$ cat src/rtl/neuron_pkg.sv
// Shared types and width helpers for the neuron family (hidden and output neurons).
// The accumulator width is derived here so that every neuron variant sizes identically.
package neuron_pkg;

    typedef enum logic [1:0] {
        IDLE,
        ACCUM,
        ACT
    } state_t;

    function automatic int clog2(input int value);
        int res;
        int pow;
        res = 0;
        pow = 1;
        while (pow < value) begin
            pow = pow * 2;
            res = res + 1;
        end
        return res;
    endfunction

    // One product plus sign bit, or the bias, whichever is wider, grown by log2 of the term count.
    function automatic int acc_width(input int x_w, input int w_w, input int b_w, input int n_in);
        int base;
        base = ((x_w + w_w + 1) > b_w) ? (x_w + w_w + 1) : b_w;
        return base + clog2(n_in) + 1;
    endfunction

endpackage

$ cat src/rtl/neuron_act.sv
// Activation: ReLU with unsigned saturation, or signed saturation, of the accumulator.
// Purely combinational; the caller registers the result.
module neuron_act #(
    parameter int ACC_W   = 12,
    parameter int OUT_W   = 10,
    parameter int RELU_EN = 1
) (
    input  logic signed [ACC_W-1:0] acc,
    output logic        [OUT_W-1:0] result
);

    // Compare in a width that holds both the accumulator and the output limits.
    localparam int CMP_W = ((ACC_W > OUT_W) ? ACC_W : OUT_W) + 2;
    localparam logic        [CMP_W-1:0] ONE   = CMP_W'(1);
    localparam logic signed [CMP_W-1:0] U_MAX = $signed((ONE << OUT_W) - ONE);
    localparam logic signed [CMP_W-1:0] S_MAX = $signed((ONE << (OUT_W - 1)) - ONE);
    localparam logic signed [CMP_W-1:0] S_MIN = ~S_MAX;

    logic signed [CMP_W-1:0] acc_x;
    logic signed [CMP_W-1:0] clip;

    assign acc_x = CMP_W'(acc);

    always_comb begin
        clip = acc_x;
        if (RELU_EN != 0) begin
            if (acc_x[CMP_W-1]) begin
                clip = '0;
            end else if (acc_x > U_MAX) begin
                clip = U_MAX;
            end
        end else begin
            if (acc_x > S_MAX) begin
                clip = S_MAX;
            end else if (acc_x < S_MIN) begin
                clip = S_MIN;
            end
        end
    end

    assign result = OUT_W'(clip);

endmodule

$ cat src/rtl/mac_neuron.sv
// Serial multiply-accumulate neuron: bias plus N_IN products through one multiplier, then activation.
// Start accepted in IDLE; result and done pulse N_IN+1 enabled edges later; en_i low freezes everything.
module mac_neuron
    import neuron_pkg::*;
#(
    parameter int N_IN    = 4,
    parameter int X_W     = 4,
    parameter int W_W     = 4,
    parameter int B_W     = 8,
    parameter int OUT_W   = 10,
    parameter int RELU_EN = 1
) (
    input  logic                    clk_i,
    input  logic                    rst_i,
    input  logic                    en_i,
    input  logic                    start_i,
    input  logic [N_IN*X_W-1:0]     x_i,
    input  logic [N_IN*W_W-1:0]     w_i,
    input  logic signed [B_W-1:0]   bias_i,
    output logic                    busy_o,
    output logic                    done_o,
    output logic [OUT_W-1:0]        neuron_o
);

    localparam int ACC_W = acc_width(X_W, W_W, B_W, N_IN);
    localparam int IDX_W = clog2(N_IN);
    localparam int P_W   = X_W + W_W + 1;
    localparam logic [IDX_W-1:0] LAST_IDX = IDX_W'(N_IN - 1);

    state_t                   state_q;
    state_t                   state_d;
    logic                     load;
    logic [X_W-1:0]           x_q [N_IN];
    logic [W_W-1:0]           w_q [N_IN];
    logic signed [ACC_W-1:0]  acc_q;
    logic [IDX_W-1:0]         idx_q;
    logic                     done_q;
    logic [OUT_W-1:0]         neuron_q;
    logic [OUT_W-1:0]         act_res;
    logic signed [X_W:0]      x_sel;
    logic signed [W_W-1:0]    w_sel;
    logic signed [P_W-1:0]    prod;

    // Unsigned input gets a zero sign bit so the product is a plain signed multiply.
    assign x_sel = $signed({1'b0, x_q[idx_q]});
    assign w_sel = $signed(w_q[idx_q]);
    assign prod  = P_W'(x_sel) * P_W'(w_sel);

    always_comb begin
        state_d = state_q;
        load    = 1'b0;
        if (en_i) begin
            case (state_q)
                IDLE: begin
                    if (start_i) begin
                        state_d = ACCUM;
                        load    = 1'b1;
                    end
                end
                ACCUM: begin
                    if (idx_q == LAST_IDX) begin
                        state_d = ACT;
                    end
                end
                ACT:     state_d = IDLE;
                default: state_d = IDLE;
            endcase
        end
    end

    always_ff @(posedge clk_i or negedge rst_i) begin
        if (!rst_i) begin
            state_q <= IDLE;
        end else begin
            state_q <= state_d;
        end
    end

    // The bias goes straight into the accumulator, which doubles as its latch.
    always_ff @(posedge clk_i or negedge rst_i) begin
        if (!rst_i) begin
            for (int k = 0; k < N_IN; k++) begin
                x_q[k] <= '0;
                w_q[k] <= '0;
            end
            acc_q    <= '0;
            idx_q    <= '0;
            done_q   <= 1'b0;
            neuron_q <= '0;
        end else if (en_i) begin
            done_q <= 1'b0;
            if (load) begin
                for (int k = 0; k < N_IN; k++) begin
                    x_q[k] <= x_i[k*X_W +: X_W];
                    w_q[k] <= w_i[k*W_W +: W_W];
                end
                acc_q <= ACC_W'(bias_i);
                idx_q <= '0;
            end else if (state_q == ACCUM) begin
                acc_q <= acc_q + ACC_W'(prod);
                idx_q <= idx_q + 1'b1;
            end else if (state_q == ACT) begin
                neuron_q <= act_res;
                done_q   <= 1'b1;
                idx_q    <= '0;
            end
        end
    end

    neuron_act #(
        .ACC_W   (ACC_W),
        .OUT_W   (OUT_W),
        .RELU_EN (RELU_EN)
    ) u_act (
        .acc    (acc_q),
        .result (act_res)
    );

    assign busy_o   = (state_q != IDLE);
    assign done_o   = done_q;
    assign neuron_o = neuron_q;

endmodule

$ cat config.mk
export PLATFORM = sky130hd
export DESIGN_NAME = mac_neuron
export DESIGN_NICKNAME = d
export VERILOG_FILES = /design/src/rtl/neuron_pkg.sv /design/src/rtl/neuron_act.sv /design/src/rtl/mac_neuron.sv
export SDC_FILE = /design/constraint.sdc
export NUM_CORES = 1
export LEC_CHECK = 0
export CAP_MARGIN = 30
export CORE_AREA = 2 2 104 81
export DETAILED_ROUTE_END_ITERATION = 6
export DIE_AREA = 0 0 106 83
export HOLD_SLACK_MARGIN = 0.03
export PLACE_DENSITY = 0.85
export SYNTH_ARGS = -nofsm -noshare
export SYNTH_HDL_FRONTEND = slang
export SYNTH_HIERARCHICAL = 1
export SYNTH_SLANG_ARGS = --single-unit
$ cat constraint.sdc
create_clock -name clk_i -period 4.66 [get_ports clk_i]
set_input_delay 0.699 -clock clk_i [delete_from_list [all_inputs] [get_ports clk_i]]
set_output_delay 0.699 -clock clk_i [all_outputs]
set_load 0.03 [all_outputs]
Figure 1. Track usage over the die (run 1).
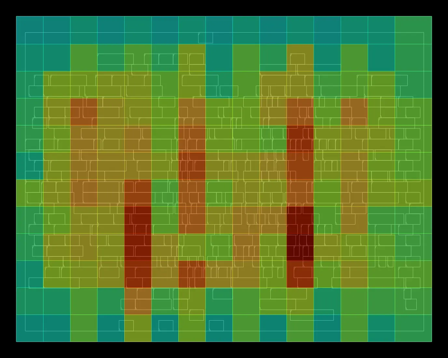
Final Util: 58.42%
GRT met2 Usage: 24.99%
wire length per cell after detailed routing: 14.87 um

Figure 2. Selected gate families (run 1).
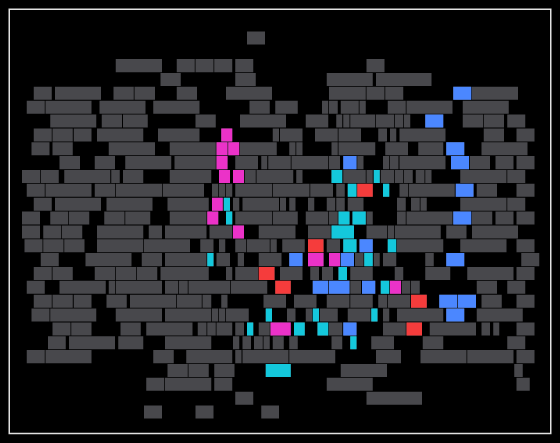
legend:
  red:
    family: xor and xnor cells
    cells: 6
  magenta:
    family: and/or cells
    cells: 13
    where: middle
  blue:
    family: non-inverting ao/oa cells
    cells: 18
  cyan:
    family: nor cells
    cells: 23

Figure 3. Where the registers sit (run 1).
Bar = 20 um.
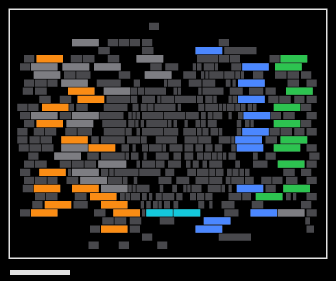
legend:
  blue:
    name_in_the_netlist: acc_q
    flops: 12
  cyan:
    name_in_the_netlist: state_q
    flops: 2
  orange:
    name_in_the_netlist: w_q
    flops: 16
  green:
    name_in_the_netlist: neuron_o
    flops: 10
Seq area share: 32.67%
FF+latch area: 1478 um2

==> impl_metrics.toml, run 1 <==
# flow metrics
[critical_path]
crit_start = "idx_q[0]"
startpoint_type = "flip-flop"
endpoint = "acc_q[10]"
worst-path-buf-inv = 1
endpoint_kind = "flip-flop"

[finish]
mostFrequentLayoutCell = "dfrtp_1"
buffer_area_share_pct = 13.33
areaGrowthSynthToFinish_pct = 23.04
inv_count = 25
drive_above_1_share_pct = 21.72

[outcome]
status = "finished clean"

[drt]
wirelength_mm = 7.106
vias = 2533

[grt]
grt_overflow = 0
grt_usage_pct = 17.20
grt_pass1_vias = 2416
grt_max_degree = 60

[cts]
cts.clk_slew.worst_paths_ns = 0.06

[synth]
synthTopCellsByArea = "dfrtp_1 (40%), mux2_2 (13%), ha_1 (9.5%)"

[timing]
hold_ws_ns = 0.5018
final.setup.tns_ns = 0

[placement]
dp_hpwl_mm = 5.572
[run 1: per-layer routing]
metal  GRT usage, %  wire (um)  share of wire (%)  up-vias
li1               -          -                  -     1214
met1          25.28       3539                 50     1251
met4          5.024         63               0.89        0
met3          4.631        370                5.2        7
met5              0          0                  0        -
met2          24.99       3133                 44       61
[run 1: cell usage after synthesis, types with 2 or more instances]
| cell type | n |
|---|---|
| dfrtp_1 | 59 |
| mux2_2 | 42 |
| ha_1 | 28 |
| inv_1 | 24 |
| nand2_1 | 15 |
| a21oi_1 | 12 |
| o21ai_0 | 12 |
| fa_1 | 11 |
| and2_1 | 10 |
| nor2_1 | 10 |
| o21ba_1 | 10 |
| mux4_2 | 8 |
| buf_4 | 5 |
| nor3_1 | 5 |
| buf_6 | 4 |
| mux2i_1 | 4 |
| nand3_1 | 4 |
| nor2b_1 | 4 |
| xnor2_1 | 4 |
| a21o_1 | 3 |
| a31oi_1 | 3 |
| nand2b_1 | 3 |
| o21a_1 | 3 |
| a211oi_1 | 2 |
| buf_2 | 2 |
| nor3b_1 | 2 |
| xor2_1 | 2 |
[run 1: logic make-up (layout without fill, tap and decap cells)]
logic type               Yosys count  after routing  share of synthesized area (%)
XOR/XNOR                           6              6                          1.430
multiplexers                      54             54                          18.86
AND-OR/OR-AND                     54             54                          10.18
adder cells (fa/ha/maj)           39             39                          15.52
flip-flops                        59             59                          40.16
AND/OR/NAND/NOR                   59             59                          8.679
buffers and inverters             37            102                          5.174
[run 1: flip-flops by register name (all words and copies together), names as in the netlist]
register,count
done_o,1
acc_q,12
neuron_o,10
w_q,16
idx_q,2
x_q,16
state_q,2
## Run 2: what changed since run 1
Settings changed: CORE_AREA 2 2 104 81 to 3 3 105 82, DIE_AREA 0 0 106 83 to 0 0 108 85.
==> impl_metrics.toml, run 2 <==
# flow metrics
[placement]
dp_hpwl_mm = 5.757

[drt]
wirelength_mm = 7.538
wl_per_cell_um = 15.74

[grt]
grt_util_met3_pct = 4.639
grt_max_degree = 60
use_met1_pct = 26.83
grt_overflow = 0
grt_pass1_vias = 2604
grt_busiest_layer = "met1"
use_met2_pct = 26.30
grt_pass1_wl_mm = 12.90
grt_usage_pct = 18.18

[finish]
finish.utilization_pct = 57.93
flop_area_um2 = 1476
areaGrowthSynthToFinish_pct = 22.02
drive_above_1_share_pct = 21.93

[critical_path]
worst-path-buf-inv = 4
endpoint_kind = "flip-flop"

[job]
warnings = 26

[synth]
syn_avg_cell_area_um2 = 11.94
top_cells_by_count = "dfrtp_1 (59), mux2_2 (42), ha_1 (28)"
top_cell = "dfrtp_1"

[outcome]
status = "finished clean"
==> run 2: repair_timing <==
item                       4_1_cts  5_1_grt
gates resized                    0        0
setup buffers                    0        2
setup endpoints to repair        0        1
==> run 2: layout make-up <==
cell class | count | area share (%)
clock buffer | 9 | 2.762
clock inverter | 7 | 1.172
inverter | 25 | 2.092
multi-input combinational | 212 | 44.80
sequential | 59 | 32.92
tap | 105 | 2.929
timing repair buffer | 62 | 13.33
==> run 2: final timing paths <==
| kind | slack, ns | from | cells after the start | endpoint |
|---|---|---|---|---|
| max reg2reg | 0.24 | idx_q[0] | 16 | acc_q[10] |
| min | 0.50 | rst_i | 2 | neuron_o[9] |
| max | 0.24 | idx_q[0] | 16 | acc_q[10] |
| min in group clk_i | 0.51 | neuron_o[8] | 1 | neuron_o[8] |
| min reg2reg | 0.51 | neuron_o[8] | 1 | neuron_o[8] |
| max in group asynchronous | 3.67 | rst_i | 2 | x_q[0] |
==> run 2: metal layers <==
metal	wire, um	vias up
li1	-	1217
met1	3724	1191
met2	3233	80
met3	475	11
met4	104	0
met5	0	-
==> run 2: cells by family (layout without fill, tap and decap cells) <==
group,count (synthesis),in the layout,share of synthesized area [%]
multiplexers,54,54,18.86
buffers and inverters,37,103,5.174
adder cells (fa/ha/maj),39,39,15.52
AND/OR/NAND/NOR,59,59,8.679
AND-OR/OR-AND,54,54,10.18
XOR/XNOR,6,6,1.430
flip-flops,59,59,40.16
==> run 2: stage by stage <==
stage | hold WS (ns)
detailed placement | 0.4926
global route | 0.5175
CTS | 0.5085
finish | 0.5003
global placement | 0.4864
floorplan | 0.4034
Figure 4. The metal 2 layer (run 2).
Bar = 20 um.
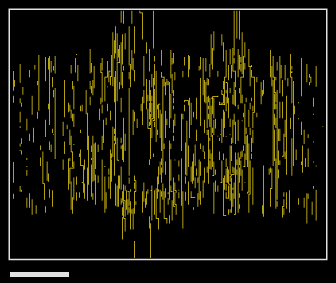
nets with wire on the layer: 388
main direction: vertical
longest straight run: 37.4 um
wire length on this layer: 3230 um

Figure 5. Selected gate families (run 2).
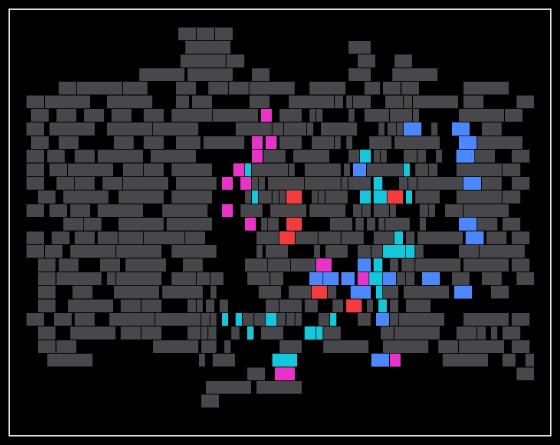
legend:
  blue:
    family: non-inverting ao/oa cells
    cells: 18
  cyan:
    family: nor cells
    cells: 23
  red:
    family: xor and xnor cells
    cells: 6
    where: middle
  magenta:
    family: and/or cells
    cells: 13
Cell Count, Final, Fillers Out: 479
Comb area share: 44.80%
commonest non-fill, non-tap cell in the layout: dfrtp_1

## Run 3: what changed since run 2
Settings changed: CORE_AREA 3 3 105 82 to 3 3 104 81, DIE_AREA 0 0 108 85 to 0 0 107 84, PLACE_DENSITY 0.85 to 0.84.
Clock period 4.66 ns to 5.5 ns, I/O delays scaled along.
==> impl_metrics.toml, run 3 <==
# flow metrics
[outcome]
status = "finished clean"

[grt]
grt_max_degree = 60
grt_overflow = 0
grt_pass1_vias = 2675
grt_usage_pct = 19.01

[critical_path]
rr_startpoint = "idx_q[0]"
crit_start = "idx_q[0]"
worstSetupPathDepth = 13
r2r_cells = 13
worst-path-buf-inv = 1
reg2reg_slack_ns = 0.81
startpoint_type = "flip-flop"
path_max_fanout = 9
r2r-end = "acc_q[10]"

[cts]
post_cts_buffers = 0
cts.clk_slew.worst_paths_ns = 0.06
cts_resized = 0

[placement]
dp_hpwl_mm = 5.985
port_buffers = 55

[drt]
first_iter_violations = 67
wl_per_cell_um = 16.40

[finish]
largestRegisters = "w_q x16, x_q x16, acc_q x12"
areaGrowthSynthToFinish_pct = 21.55
drive_above_1_share_pct = 20.65

[min_path]
min_from = "neuron_o[6]"
holdPathStages = 1

[synth]
mux_share_pct = 18.86
ys_sh_simple_pct = 8.679
enable_flop_cells = 0
adder_share_pct = 15.52
compound_area_share_pct = 10.18
synthTopCellsByArea = "dfrtp_1 (40%), mux2_2 (13%), ha_1 (9.5%)"
ys_seq_share_pct = 40.16
synth-xor-area-share_pct = 1.430
topCombFamilyByArea = "multiplexers"
top_cell = "dfrtp_1"
top_cells_by_count = "dfrtp_1 (59), mux2_2 (42), ha_1 (28)"

[job]
warnings = 26
-- run 3: cell counts after synthesis --
No cell type changed its count.
-- run 3: routing by layer --
layer / vias to the layer above / GRT usage, % / share of wire [%]
met4: 0 / 6.272 / 1.1
li1: 1198 / - / -
met1: 1250 / 26.85 / 49
met3: 9 / 5.259 / 5.5
met2: 70 / 28.29 / 45
met5: - / 0 / 0
-- run 3: area by class of cell --
cell class	instances	area, um2
timing repair buffer	57	560.5
inverter	25	93.84
clock buffer	11	151.4
clock inverter	4	50.05
tap	101	126.4
fill	619	2930
sequential	59	1476
multi-input combinational	212	2009
-- run 3: worst max-delay path by stage --
stage | end | slack [ns]
global placement | acc_q[10] | 0.96
global route | acc_q[10] | 0.52
detailed placement | acc_q[10] | 0.79
finish | acc_q[10] | 0.81
CTS | acc_q[10] | 0.79
floorplan | acc_q[10] | 1.15
-- run 3: per-stage QoR --
step                setup slack (ns)  std cells  instance area, um2  hold slack, ns
global placement              0.9611        454                4267          0.4864
finish                        0.8056        469                4468          0.5036
detailed placement            0.7913        454                4267          0.4932
global route                  0.5193        469                4468          0.5191
CTS                           0.7866        469                4468          0.5082
floorplan                      1.152        308                3676          0.4730
-- run 3: cell families after synthesis --
| group | count (synthesis) |
|---|---|
| compound gates | 54 |
| mux | 54 |
| xor+xnor | 6 |
| simple gates | 59 |
| flops | 59 |
| buf+inv | 37 |
| fa+ha+maj | 39 |
Figure 6. Where the registers sit (run 3).
Bar = 20 um.
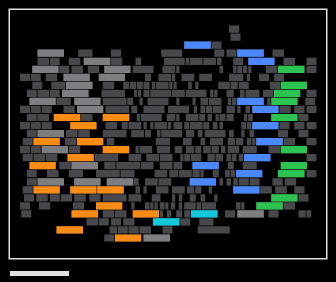
legend:
  orange:
    name_in_the_netlist: w_q
    flops: 16
  cyan:
    name_in_the_netlist: state_q
    flops: 2
  blue:
    name_in_the_netlist: acc_q
    flops: 12
  green:
    name_in_the_netlist: neuron_o
    flops: 10
    where: right middle
Seq area share: 33.04%
Final Util: 60.39%
FF+latch area: 1476 um2

Figure 7. The metal 2 layer (run 3).
Bar = 20 um.
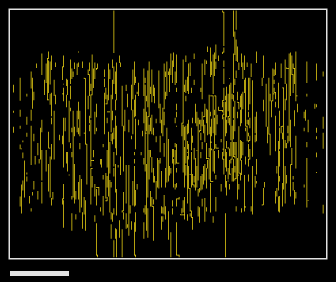
share of all routed wire: 45%
main direction: vertical
wire length on this layer: 3430 um
nets with wire on the layer: 392
longest straight run: 34.3 um
routed via count: 2527
WL final: 7.690 mm
GRT met2 Usage: 28.29%

